$ cat config.mk
export PLATFORM = sky130hd
export DESIGN_NAME = seg_bus_responder_flat
export DESIGN_NICKNAME = d
export VERILOG_FILES = /design/src/rtl/seg_bus_pkg.sv /design/src/rtl/seg_bus_responder_if.sv /design/src/rtl/seg_bus_sync_edge.sv /design/src/rtl/seg_bus_responder.sv /design/src/flat_wrapper.sv
export SDC_FILE = /design/constraint.sdc
export NUM_CORES = 1
export LEC_CHECK = 0
export CAP_MARGIN = 25
export CORE_UTILIZATION = 34
export DETAILED_ROUTE_END_ITERATION = 12
export GPL_TIMING_DRIVEN = 0
export PLACE_DENSITY_LB_ADDON = 0.08
export REMOVE_ABC_BUFFERS = 1
export SYNTH_ARGS = -nofsm -noshare
export SYNTH_HDL_FRONTEND = slang
export SYNTH_SLANG_ARGS = --single-unit
$ cat constraint.sdc
create_clock -name clk_i -period 3.6 [get_ports clk_i]
set_clock_uncertainty 0.2 [all_clocks]
set_input_delay 0.36 -clock clk_i [delete_from_list [all_inputs] [get_ports clk_i]]
set_output_delay 0.36 -clock clk_i [all_outputs]
set_load 0.01 [all_outputs]
$ cat src/rtl/seg_bus_pkg.sv
// Shared definitions for the 2-wire 7-segment display bus (responder and driver).
package seg_bus_pkg;

    // Responder receive state machine.
    typedef enum logic [1:0] {
        IDLE      = 2'd0,
        RX_BYTE   = 2'd1,
        ACK       = 2'd2,
        WAIT_STOP = 2'd3
    } state_t;

    // Kind of frame, set by the first byte after START.
    typedef enum logic [1:0] {
        FK_NONE = 2'd0,
        FK_DATA = 2'd1,
        FK_CTRL = 2'd2,
        FK_ADDR = 2'd3
    } frame_kind_t;

    // Command encodings in cmd[7:6].
    localparam logic [1:0] CMD_DATA = 2'b01;
    localparam logic [1:0] CMD_CTRL = 2'b10;
    localparam logic [1:0] CMD_ADDR = 2'b11;

    // Bit of the data command that selects fixed addressing.
    localparam int FIXED_BIT = 2;

    // Next digit address after a data byte: hold in fixed mode, saturate at 7.
    function automatic logic [2:0] addr_next(input logic [2:0] addr, input logic fixed);
        if (fixed || addr == 3'd7) begin
            return addr;
        end
        return addr + 3'd1;
    endfunction

endpackage

$ cat src/rtl/seg_bus_responder_if.sv
// Open-drain 2-wire display bus: SCL and the resolved SDA pad level, plus the
// responder's pull-low enable.
interface seg_bus_responder_if;
    logic scl;
    logic sda;
    logic sda_oe;

    modport slave  (input scl, input sda, output sda_oe);
    modport master (output scl, output sda, input sda_oe);
endinterface

$ cat src/rtl/seg_bus_sync_edge.sv
// Multi-flop synchronizer for one asynchronous bus line, with single-cycle
// rise/fall pulses derived from the synchronized level.
module seg_bus_sync_edge #(
    parameter int STAGES = 2
) (
    input  logic clk_i,
    input  logic porb_i,
    input  logic async_i,
    output logic level_o,
    output logic rise_o,
    output logic fall_o
);

    logic [STAGES-1:0] sync_q;
    logic [STAGES-1:0] sync_d;
    logic              prev_q;

    // Shift the raw pin into the synchronizer chain.
    always_comb begin
        sync_d = {sync_q[STAGES-2:0], async_i};
    end

    // Synchronizer and previous-level flops; reset to the idle (high) bus level
    // so that leaving reset does not fabricate edges on an idle bus.
    always_ff @(posedge clk_i or negedge porb_i) begin
        if (!porb_i) begin
            sync_q <= '1;
            prev_q <= 1'b1;
        end else begin
            sync_q <= sync_d;
            prev_q <= sync_q[STAGES-1];
        end
    end

    assign level_o = sync_q[STAGES-1];
    assign rise_o  = sync_q[STAGES-1] & ~prev_q;
    assign fall_o  = ~sync_q[STAGES-1] & prev_q;

endmodule

$ cat src/rtl/seg_bus_responder.sv
// Responder end of the TM1637-style 7-segment display bus. Decodes START/STOP
// and LSB-first bytes, ACKs valid bytes, executes data/address/control
// commands and presents the committed digit registers and display settings.
module seg_bus_responder #(
    parameter int NUM_DIGITS  = 4,
    parameter int SYNC_STAGES = 2
) (
    input  logic                         clk_i,
    input  logic                         porb_i,
    seg_bus_responder_if.slave           bus,
    output logic [NUM_DIGITS-1:0][7:0]   digits_o,
    output logic                         display_on_o,
    output logic [2:0]                   brightness_o,
    output logic                         frame_done_o,
    output logic                         proto_err_o,
    output logic                         busy_o
);
    import seg_bus_pkg::*;

    logic scl_lvl;
    logic scl_rise;
    logic scl_fall;
    logic sda_lvl;
    logic sda_rise;
    logic sda_fall;

    seg_bus_sync_edge #(.STAGES(SYNC_STAGES)) u_scl_sync (
        .clk_i   (clk_i),
        .porb_i  (porb_i),
        .async_i (bus.scl),
        .level_o (scl_lvl),
        .rise_o  (scl_rise),
        .fall_o  (scl_fall)
    );

    seg_bus_sync_edge #(.STAGES(SYNC_STAGES)) u_sda_sync (
        .clk_i   (clk_i),
        .porb_i  (porb_i),
        .async_i (bus.sda),
        .level_o (sda_lvl),
        .rise_o  (sda_rise),
        .fall_o  (sda_fall)
    );

    // Both lines share the same synchronizer depth, so the SCL level is aligned
    // with the SDA edge it qualifies.
    logic start_w;
    logic stop_w;
    assign start_w = sda_fall & scl_lvl;
    assign stop_w  = sda_rise & scl_lvl;

    state_t                    state_q;
    frame_kind_t               kind_q;
    logic [2:0]                bit_cnt_q;
    logic [6:0]                shreg_q;
    logic [2:0]                addr_q;
    logic                      mode_fixed_q;
    logic                      first_q;
    logic                      data_seen_q;
    logic                      ack_half_q;
    logic                      sda_oe_q;
    logic                      ctrl_pend_q;
    logic [3:0]                ctrl_q;
    logic                      ctrl_go_q;
    logic                      commit_q;
    logic                      proto_err_q;
    logic [NUM_DIGITS-1:0][7:0] shadow_q;
    logic [NUM_DIGITS-1:0][7:0] digits_q;
    logic                      display_on_q;
    logic [2:0]                brightness_q;
    logic                      frame_done_q;

    // Completed byte on the 8th SCL rise: the bit on SDA now is the MSB.
    logic [7:0] byte_w;
    assign byte_w = {sda_lvl, shreg_q};

    // Receive FSM: framing, bit shifting, command decode, shadow writes, ACK drive.
    // A STOP or repeated START always follows an SCL rise that has already
    // bumped bit_cnt_q, so a partial byte is only present when bit_cnt_q > 1.
    always_ff @(posedge clk_i or negedge porb_i) begin
        if (!porb_i) begin
            state_q      <= IDLE;
            kind_q       <= FK_NONE;
            bit_cnt_q    <= 3'd0;
            shreg_q      <= 7'd0;
            addr_q       <= 3'd0;
            mode_fixed_q <= 1'b0;
            first_q      <= 1'b0;
            data_seen_q  <= 1'b0;
            ack_half_q   <= 1'b0;
            sda_oe_q     <= 1'b0;
            ctrl_pend_q  <= 1'b0;
            ctrl_q       <= 4'd0;
            ctrl_go_q    <= 1'b0;
            commit_q     <= 1'b0;
            proto_err_q  <= 1'b0;
            shadow_q     <= '0;
        end else begin
            proto_err_q <= 1'b0;
            commit_q    <= 1'b0;
            ctrl_go_q   <= 1'b0;
            if (start_w) begin
                if ((state_q == RX_BYTE && bit_cnt_q > 3'd1) || state_q == ACK) begin
                    proto_err_q <= 1'b1;
                end
                state_q     <= RX_BYTE;
                kind_q      <= FK_NONE;
                bit_cnt_q   <= 3'd0;
                first_q     <= 1'b1;
                data_seen_q <= 1'b0;
                ack_half_q  <= 1'b0;
                sda_oe_q    <= 1'b0;
                ctrl_pend_q <= 1'b0;
            end else if (stop_w) begin
                if (state_q == RX_BYTE && bit_cnt_q > 3'd1) begin
                    proto_err_q <= 1'b1;
                end else if ((state_q == RX_BYTE || state_q == ACK) &&
                             kind_q == FK_ADDR && data_seen_q) begin
                    commit_q <= 1'b1;
                end
                state_q     <= IDLE;
                bit_cnt_q   <= 3'd0;
                ack_half_q  <= 1'b0;
                sda_oe_q    <= 1'b0;
                ctrl_pend_q <= 1'b0;
            end else begin
                case (state_q)
                    RX_BYTE: begin
                        if (scl_rise) begin
                            shreg_q   <= byte_w[7:1];
                            bit_cnt_q <= bit_cnt_q + 3'd1;
                            if (bit_cnt_q == 3'd7) begin
                                if (first_q) begin
                                    first_q <= 1'b0;
                                    case (byte_w[7:6])
                                        CMD_DATA: begin
                                            mode_fixed_q <= byte_w[FIXED_BIT];
                                            kind_q       <= FK_DATA;
                                            state_q      <= ACK;
                                        end
                                        CMD_ADDR: begin
                                            addr_q  <= byte_w[2:0];
                                            kind_q  <= FK_ADDR;
                                            state_q <= ACK;
                                        end
                                        CMD_CTRL: begin
                                            ctrl_q      <= byte_w[3:0];
                                            ctrl_pend_q <= 1'b1;
                                            kind_q      <= FK_CTRL;
                                            state_q     <= ACK;
                                        end
                                        default: begin
                                            proto_err_q <= 1'b1;
                                            state_q     <= WAIT_STOP;
                                        end
                                    endcase
                                end else if (kind_q == FK_ADDR) begin
                                    // Addresses beyond the implemented digits are ACKed and dropped.
                                    for (int i = 0; i < NUM_DIGITS; i++) begin
                                        if (addr_q == 3'(i)) begin
                                            shadow_q[i] <= byte_w;
                                        end
                                    end
                                    addr_q      <= addr_next(addr_q, mode_fixed_q);
                                    data_seen_q <= 1'b1;
                                    state_q     <= ACK;
                                end else begin
                                    proto_err_q <= 1'b1;
                                    state_q     <= WAIT_STOP;
                                end
                            end
                        end
                    end
                    ACK: begin
                        if (scl_fall) begin
                            if (!ack_half_q) begin
                                sda_oe_q    <= 1'b1;
                                ack_half_q  <= 1'b1;
                                ctrl_go_q   <= ctrl_pend_q;
                                ctrl_pend_q <= 1'b0;
                            end else begin
                                sda_oe_q   <= 1'b0;
                                ack_half_q <= 1'b0;
                                state_q    <= RX_BYTE;
                            end
                        end
                    end
                    default: begin
                    end
                endcase
            end
        end
    end

    // Visible outputs: digit commit after STOP and control update after ACK start.
    always_ff @(posedge clk_i or negedge porb_i) begin
        if (!porb_i) begin
            digits_q     <= '0;
            display_on_q <= 1'b0;
            brightness_q <= 3'd0;
            frame_done_q <= 1'b0;
        end else begin
            frame_done_q <= commit_q;
            if (commit_q) begin
                digits_q <= shadow_q;
            end
            if (ctrl_go_q) begin
                display_on_q <= ctrl_q[3];
                brightness_q <= ctrl_q[2:0];
            end
        end
    end

    assign bus.sda_oe   = sda_oe_q;
    assign digits_o     = digits_q;
    assign display_on_o = display_on_q;
    assign brightness_o = brightness_q;
    assign frame_done_o = frame_done_q;
    assign proto_err_o  = proto_err_q;
    assign busy_o       = (state_q != IDLE);

endmodule

$ cat src/flat_wrapper.sv
// flat-port wrapper written by rule: the top's interface ports become plain ports
module seg_bus_responder_flat import seg_bus_pkg::*;
#(
    parameter int NUM_DIGITS  = 4,
    parameter int SYNC_STAGES = 2
)
  (clk_i, porb_i, digits_o, display_on_o, brightness_o, frame_done_o, proto_err_o, busy_o, bus_scl, bus_sda, bus_sda_oe);
  seg_bus_responder_if bus_i ();
  input  logic clk_i;
  input  logic porb_i;
  output logic [NUM_DIGITS-1:0][7:0] digits_o;
  output logic display_on_o;
  output logic [2:0] brightness_o;
  output logic frame_done_o;
  output logic proto_err_o;
  output logic busy_o;
  input wire logic [$bits(bus_i.scl)-1:0] bus_scl;
  input wire logic [$bits(bus_i.sda)-1:0] bus_sda;
  output wire logic [$bits(bus_i.sda_oe)-1:0] bus_sda_oe;
  assign bus_i.scl = bus_scl;
  assign bus_i.sda = bus_sda;
  assign bus_sda_oe = bus_i.sda_oe;
  seg_bus_responder #(.NUM_DIGITS(NUM_DIGITS), .SYNC_STAGES(SYNC_STAGES)) u_core (.clk_i(clk_i), .porb_i(porb_i), .bus(bus_i), .digits_o(digits_o), .display_on_o(display_on_o), .brightness_o(brightness_o), .frame_done_o(frame_done_o), .proto_err_o(proto_err_o), .busy_o(busy_o));
endmodule
**Run 1: clock nets**

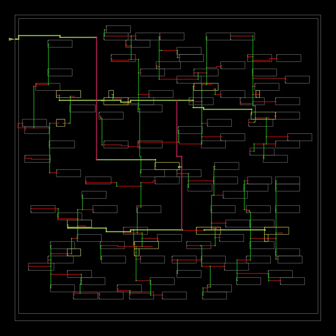
Num CTS Buffers: 9
flip-flop and latch count: 104
clk sinks: 104

**Run 1: clock network drawn from the DEF**

Scale: 4 px per µm.
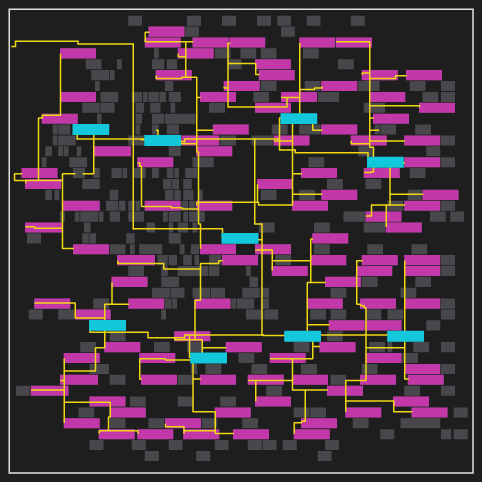
- magenta: flip-flops (count 104)
- yellow: clock wires (length 1320 µm)
- cyan: clock drivers (count 9)
- routed clock nets: 10
clock latency on the worst-skew pair: 340 ps
Clk pwr share: 0.363
Clock group: 891 µW

**Run 1: cell area per tile**

Scale: 2 px per µm. 12 x 12 tiles, from black (low) to pale yellow (high), 0 to 100% covered.
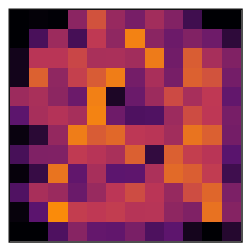
- fullest tile: 75%
- mean over tiles: 38%
- nearly empty tiles: 7.6%
Final Util: 0.418
fp_density: 0.348

[run 1: repair_timing]
item / 4_1_cts / 5_1_grt
hold buffers: 1 / 0
setup endpoints to repair: 0 / 0
hold endpoints to repair: 43 / 0
[run 1: power breakdown]
group	total, µW	internal [µW]	switching (µW)
clock network	891	484	408
logic	277	128	149
registers	1290	1220	66.2
[run 1: layer usage]
| metal | up-vias | share of wire |
|---|---|---|
| li1 | 1180 | - |
| met1 | 1261 | 0.49 |
| met4 | 0 | 0.017 |
| met3 | 11 | 0.040 |
| met2 | 55 | 0.45 |
| met5 | - | 0 |
[run 1: cell families (layout without fill, tap and decap cells)]
family | count (synthesis) | after routing | share of synthesized area
flops | 104 | 104 | 0.595
mux | 84 | 84 | 0.221
compound gates | 27 | 27 | 0.0385
fa+ha+maj | 13 | 13 | 0.0371
simple gates | 54 | 54 | 0.0779
xor+xnor | 3 | 3 | 0.00771
buf+inv | 22 | 71 | 0.0223
[run 1: worst max path at each step]
stage	endpoint	cells after the start	slack, ps
final	u_core.shadow_q[10]$_DFFE_PN0P_	6	1110
after global routing	u_core.shadow_q[10]$_DFFE_PN0P_	6	1010
after CTS	u_core.shadow_q[10]$_DFFE_PN0P_	6	1110
after detailed placement	u_core.shadow_q[10]$_DFFE_PN0P_	6	1110
after global placement	u_core.proto_err_o$_DFF_PN0_	1	-2160
after floorplan	u_core.shadow_q[10]$_DFFE_PN0P_	6	1540
[run 1: metrics by stage]
step	cells	hold WS, ps	utilization	cell area (µm²)	power [µW]
detailed placement	512	147	0.396	5000	1600
global route	528	166	0.418	5280	2600
finish	528	156	0.418	5280	2460
floorplan	296	-136	-	4330	1470
CTS	528	157	0.418	5280	2510
global placement	511	146	0.394	4970	1590
==> impl_metrics.csv, run 1 <==
group,metric,value,unit
critical_path,worstReg2RegStart,"u_core.bit_cnt_q[0]$_DFFE_PN0P_",
clocking,cts_resized,0,
synthesis,synth_cell_types,44,
floorplan,die_h,116,µm
drt,route.vias.total,2507,
final_timing,setup_violations,0,
critical_path,cp.buffers_inverters,0,
global_routing,grt_pass1_wl,13400,µm
synthesis,area_leaders,"dfrtp_1, mux2_2, ha_1",
clocking,cts_tree,"yes",
final_layout,clk_share,0.0503,
critical_path,crit_slowest_cell,"dfrtp_1",
synthesis,ff_type,"dfrtp_1",
drt,drcViolationCount,0,
placement,dp_hpwl,5330,µm
final_layout,lay_top_count,"dfrtp_1",
final_timing,slew_headroom,0.462,
synthesis,ys_seq_frac,0.595,
final_layout,comb_area_frac,0.318,
pwr,p_leak,0.00250,µW
critical_path,crit_start,"u_core.bit_cnt_q[0]$_DFFE_PN0P_",
global_routing,track_usage,0.136,
final_layout,dominant_cells,"flip-flops and latches",
drt,wl_per_cell,15.5,µm
critical_path,regToRegEndpoint,"u_core.shadow_q[10]$_DFFE_PN0P_",
clocking,path_clk_slew,70,ps
final_layout,layout_top_cells,"dfrtp_1, mux2_2, clkdlybuf4s50_1, nor2_1, ha_1",
global_routing,antenna_found_initial,0,
final_layout,nFillCells,1211,
final_timing,finalMaxSlewViolations,0,
final_layout,clockBufferCount,12,
drt,drtPass1Iterations,4,
synthesis,netlist_instances,307,
critical_path,crit_path_start_kind,"register",
synthesis,largest_area_cell,"dfrtp_1",
final_timing,fmax,402,MHz
critical_path,critPathKind,"reg2reg",
drt,drt-total-wl,8170,µm
final_timing,grt_setup_unrepaired,"false",
global_routing,use_met1,0.191,
floorplan,chipWidth,116,µm
final_layout,non_clock_inverter_count,11,
critical_path,worstSetupEndpointType,"register",
final_layout,buffers,45,
clocking,cts_setup_buffers,0,
final_timing,tns,0,ps
drt,initialDrtViolationCount,93,
final_timing,setup_ws,1110,ps
final_timing,period_needed,2490,ps
global_routing,use_met3,0.0465,
synthesis,top_area_frac,0.559,
clocking,root_buffer,"clkbuf_16",
synthesis,synth.avg_cell_area,14.3,µm²
run,warnings,33,
placement,gp_congestion,0.802,
floorplan,ios,44,
synthesis,ys_ff,104,
synthesis,edf_count,0,
final_layout,seq_share,0.495,
synthesis,yosysWarnings,0,
global_routing,top_usage_layer,"met2",
global_routing,overflow,0,
drt,routed_via_density,4.75,
critical_path,cp.arrival,2510,ps
floorplan,chipArea,0.0134,mm²
synthesis,most_common_cell,"dfrtp_1",
floorplan,n_tap_cell,172,
final_layout,syn2layout_area_growth,20.3,%
min_path,hold-path-cell-count,0,
pwr,cellPowerDensity,466,mW/mm²
floorplan,num_rows,41,
global_routing,grt_pass1_vias,2451,
critical_path,reg2reg_depth,6,
synthesis,synthTopCellsByCount,"dfrtp_1, mux2_2, nor2_1",
critical_path,max_stage_delay,410,ps
synthesis,ys_cells,307,
min_path,hp-start,"u_core.u_sda_sync.sync_q[0]$_DFF_PN1_",
run,drv_cap,0,
synthesis,syn_area,0.00439,mm²
min_path,min_to,"u_core.u_sda_sync.sync_q[1]$_DFF_PN1_",
outcome,status,"complete, no violations",
synthesis,ys_area,0.00439,mm²
critical_path,path_max_fanout,8,
final_timing,period_used_share,0.690,
global_routing,grt_start_max_net_pins,62,
critical_path,rrSetupSlack,1110,ps
critical_path,crit_required,3630,ps
critical_path,path_cells,"ha_1 > ha_1 > nand4b_1 > nor4_4 > nand2_2 > mux2_1",
synthesis,ys_async_sr_fraction,1.00,
placement,place_ws,1110,ps
clocking,htreeDepth,3,
final_timing,tightest_slew,807,ps
pwr,vdd_ir_drop_max,0.000316,V
drt,antenna_left,0,
clocking,clk_path_buf_depth,2,
placement,portBuffers,43,
global_routing,use_met2,0.195,
final_layout,logic_area,0.00168,mm²
critical_path,critPathTopFamily,"simple AND/OR/NAND/NOR gates",
final_layout,diodes,0,
final_timing,finalHoldViolations,0,
floorplan,core,0.0126,mm²
final_layout,flop_area,0.00261,mm²
final_layout,buffer_area_frac,0.0882,
critical_path,crit_path_frequent_cell,"ha_1",
min_path,holdCritPathClass,"reg2reg",
final_layout,comb_cells,181,
final_layout,drive_gt1_frac,0.312,
final_layout,nets,369,
==> run 1 -> run 2 <==
==> constraint.sdc (replaced) <==
create_clock -name clk_i -period 2.6 [get_ports clk_i]
set_clock_uncertainty 0.2 [all_clocks]
set_input_delay 0.26 -clock clk_i [delete_from_list [all_inputs] [get_ports clk_i]]
set_output_delay 0.26 -clock clk_i [all_outputs]
set_load 0.01 [all_outputs]
**Run 2: zoomed window**

Window x 45 to 70, y 45 to 70 µm. Cells in gray, sequential cells in the stronger gray; small squares are vias.
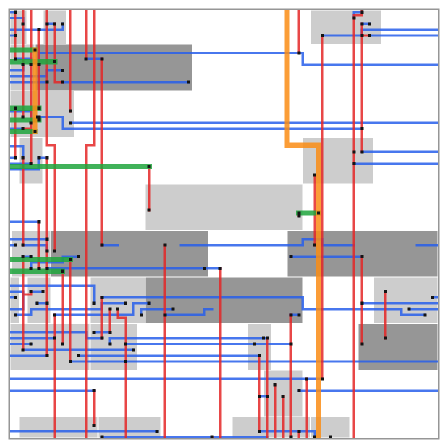
- blue: metal 1
- green: metal 3
- red: metal 2
- orange: metal 4
- sequential cells in the window: 5
- netlist names of flops here include: u_core.shreg_q (2)
- most frequent: dfrtp_1 (5), mux2_2 (3)
- cells with their middle in the window: 20

**Run 2: cell area per tile**

Scale: 2 px per µm. 12 x 12 tiles, from black (low) to pale yellow (high), 0 to 100% covered.
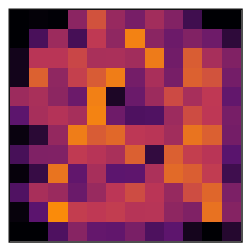
- nearly empty tiles: 7.6%
- fullest tile: 75%
- mean over tiles: 38%
core area: 0.0126 mm²

==> run 2 against run 1 <==
  * Hold slack worse by 35 ps
  * Sequential cell count stayed put
  * Global-route usage stayed put
  * Maximum frequency stayed put
  * Sequential power is 38% higher
  * Critical path type unchanged
==> impl_metrics.csv, run 2 <==
group,metric,value,unit
critical_path,worstSetupEndpointType,"register",
global_routing,top_usage_layer,"met2",
critical_path,crit_path_frequent_cell,"ha_1",
clocking,cts_setup_buffers,0,
clocking,clk_latency,340,ps
floorplan,chipArea,0.0134,mm²
drt,routed_via_density,4.75,
clocking,clk_path_buf_depth,2,
clocking,root_buffer,"clkbuf_16",
final_timing,finalMaxSlewViolations,0,
synthesis,synthTopCellsByCount,"dfrtp_1, mux2_2, nor2_1",
final_timing,slew_headroom,0.462,
final_layout,lay_top_count,"dfrtp_1",
synthesis,netlist_instances,307,
synthesis,logic_family,"multiplexers",
synthesis,ys_sh_simple,0.0779,
final_timing,grt_setup_unrepaired,"false",
run,drv_cap,0,
critical_path,crit_required,2630,ps
clocking,clock_sinks,104,
critical_path,crit_start,"u_core.bit_cnt_q[0]$_DFFE_PN0P_",
critical_path,cp.buffers_inverters,0,
drt,drtPass1Iterations,4,
min_path,hp-start,"bus_sda",
synthesis,ys_async_sr_fraction,1.00,
pwr,finalPower,3400,µW
floorplan,chipWidth,116,µm
synthesis,ys_sh_mux,0.221,
placement,placed_area,0.00500,mm²
final_timing,tightest_slew,807,ps
final_layout,drive_gt1_frac,0.312,
global_routing,track_usage,0.136,
clocking,cts_buffers,9,
critical_path,critPathTopFamily,"simple AND/OR/NAND/NOR gates",
synthesis,top_area_frac,0.559,
min_path,holdCritPathClass,"in2reg",
drt,wl_per_cell,15.5,µm
global_routing,use_met2,0.195,
critical_path,path_cells,"ha_1 > ha_1 > nand4b_1 > nor4_4 > nand2_2 > mux2_1",
final_timing,fmax,402,MHz
final_layout,nFillCells,1211,
floorplan,num_rows,41,
synthesis,most_common_cell,"dfrtp_1",
critical_path,critPathKind,"reg2reg",
drt,antenna_left,0,
final_timing,period_needed,2490,ps
critical_path,path_max_fanout,8,
synthesis,edf_count,0,
final_layout,nets,369,
synthesis,synth-xor-area-share,0.00770,
run,warnings,33,
synthesis,ff_type,"dfrtp_1",
final_layout,instances_no_fill,528,
final_layout,syn2layout_area_growth,20.3,%
placement,portBuffers,43,
pwr,cellPowerDensity,645,mW/mm²
final_layout,flop_area,0.00261,mm²
floorplan,ios,44,
drt,route.vias.total,2507,
outcome,status,"complete, no violations",
floorplan,initCoreUtil,0.348,
[run 2: cell counts after synthesis]
No cell type changed its count.
[run 2: repair_timing]
action,CTS,global route
hold buffers,1,0
endpoints found under the setup margin,0,0
endpoints found under the hold margin,43,0
[run 2: routing by layer]
| layer | part of all wire | up-vias |
|---|---|---|
| li1 | - | 1180 |
| met1 | 0.49 | 1261 |
| met2 | 0.45 | 55 |
| met3 | 0.040 | 11 |
| met4 | 0.017 | 0 |
| met5 | 0 | - |
[run 2: cell type report]
| class | instances | area share |
|---|---|---|
| Multi-Input combinational cell | 181 | 0.318 |
| Timing Repair Buffer | 45 | 0.0882 |
| Sequential cell | 104 | 0.495 |
| Tap cell | 172 | 0.0408 |
| Inverter | 11 | 0.00783 |
| Clock buffer | 12 | 0.0467 |
| Clock inverter | 3 | 0.00356 |
[run 2: report_power, final]
part | total (µW) | internal [µW] | switching, µW
logic | 384 | 178 | 206
clock network | 1230 | 669 | 565
registers | 1780 | 1690 | 91.7
[run 2: through the flow]
stage / hold slack [ps] / setup WS [ps]
after CTS: 101 / 107
after detailed placement: 104 / 109
after global routing: 116 / 9.77
after floorplan: -236 / 535
after global placement: 146 / -3060
final: 121 / 114
[run 2: final timing paths]
kind | endpoint | cells after the start | slack [ps]
setup / recovery | u_core.shadow_q[10]$_DFFE_PN0P_ | 6 | 110
hold / removal | u_core.u_sda_sync.sync_q[0]$_DFF_PN1_ | 1 | 120
setup reg to reg | u_core.shadow_q[10]$_DFFE_PN0P_ | 6 | 110
hold reg to reg | u_core.u_sda_sync.sync_q[1]$_DFF_PN1_ | 0 | 160
max in group asynchronous | u_core.u_scl_sync.sync_q[0]$_DFF_PN1_ | 3 | 1190
min in group asynchronous | u_core.digits_o[13]$_DFFE_PN0P_ | 2 | 260
Power is estimated from default activity; no workload was simulated.
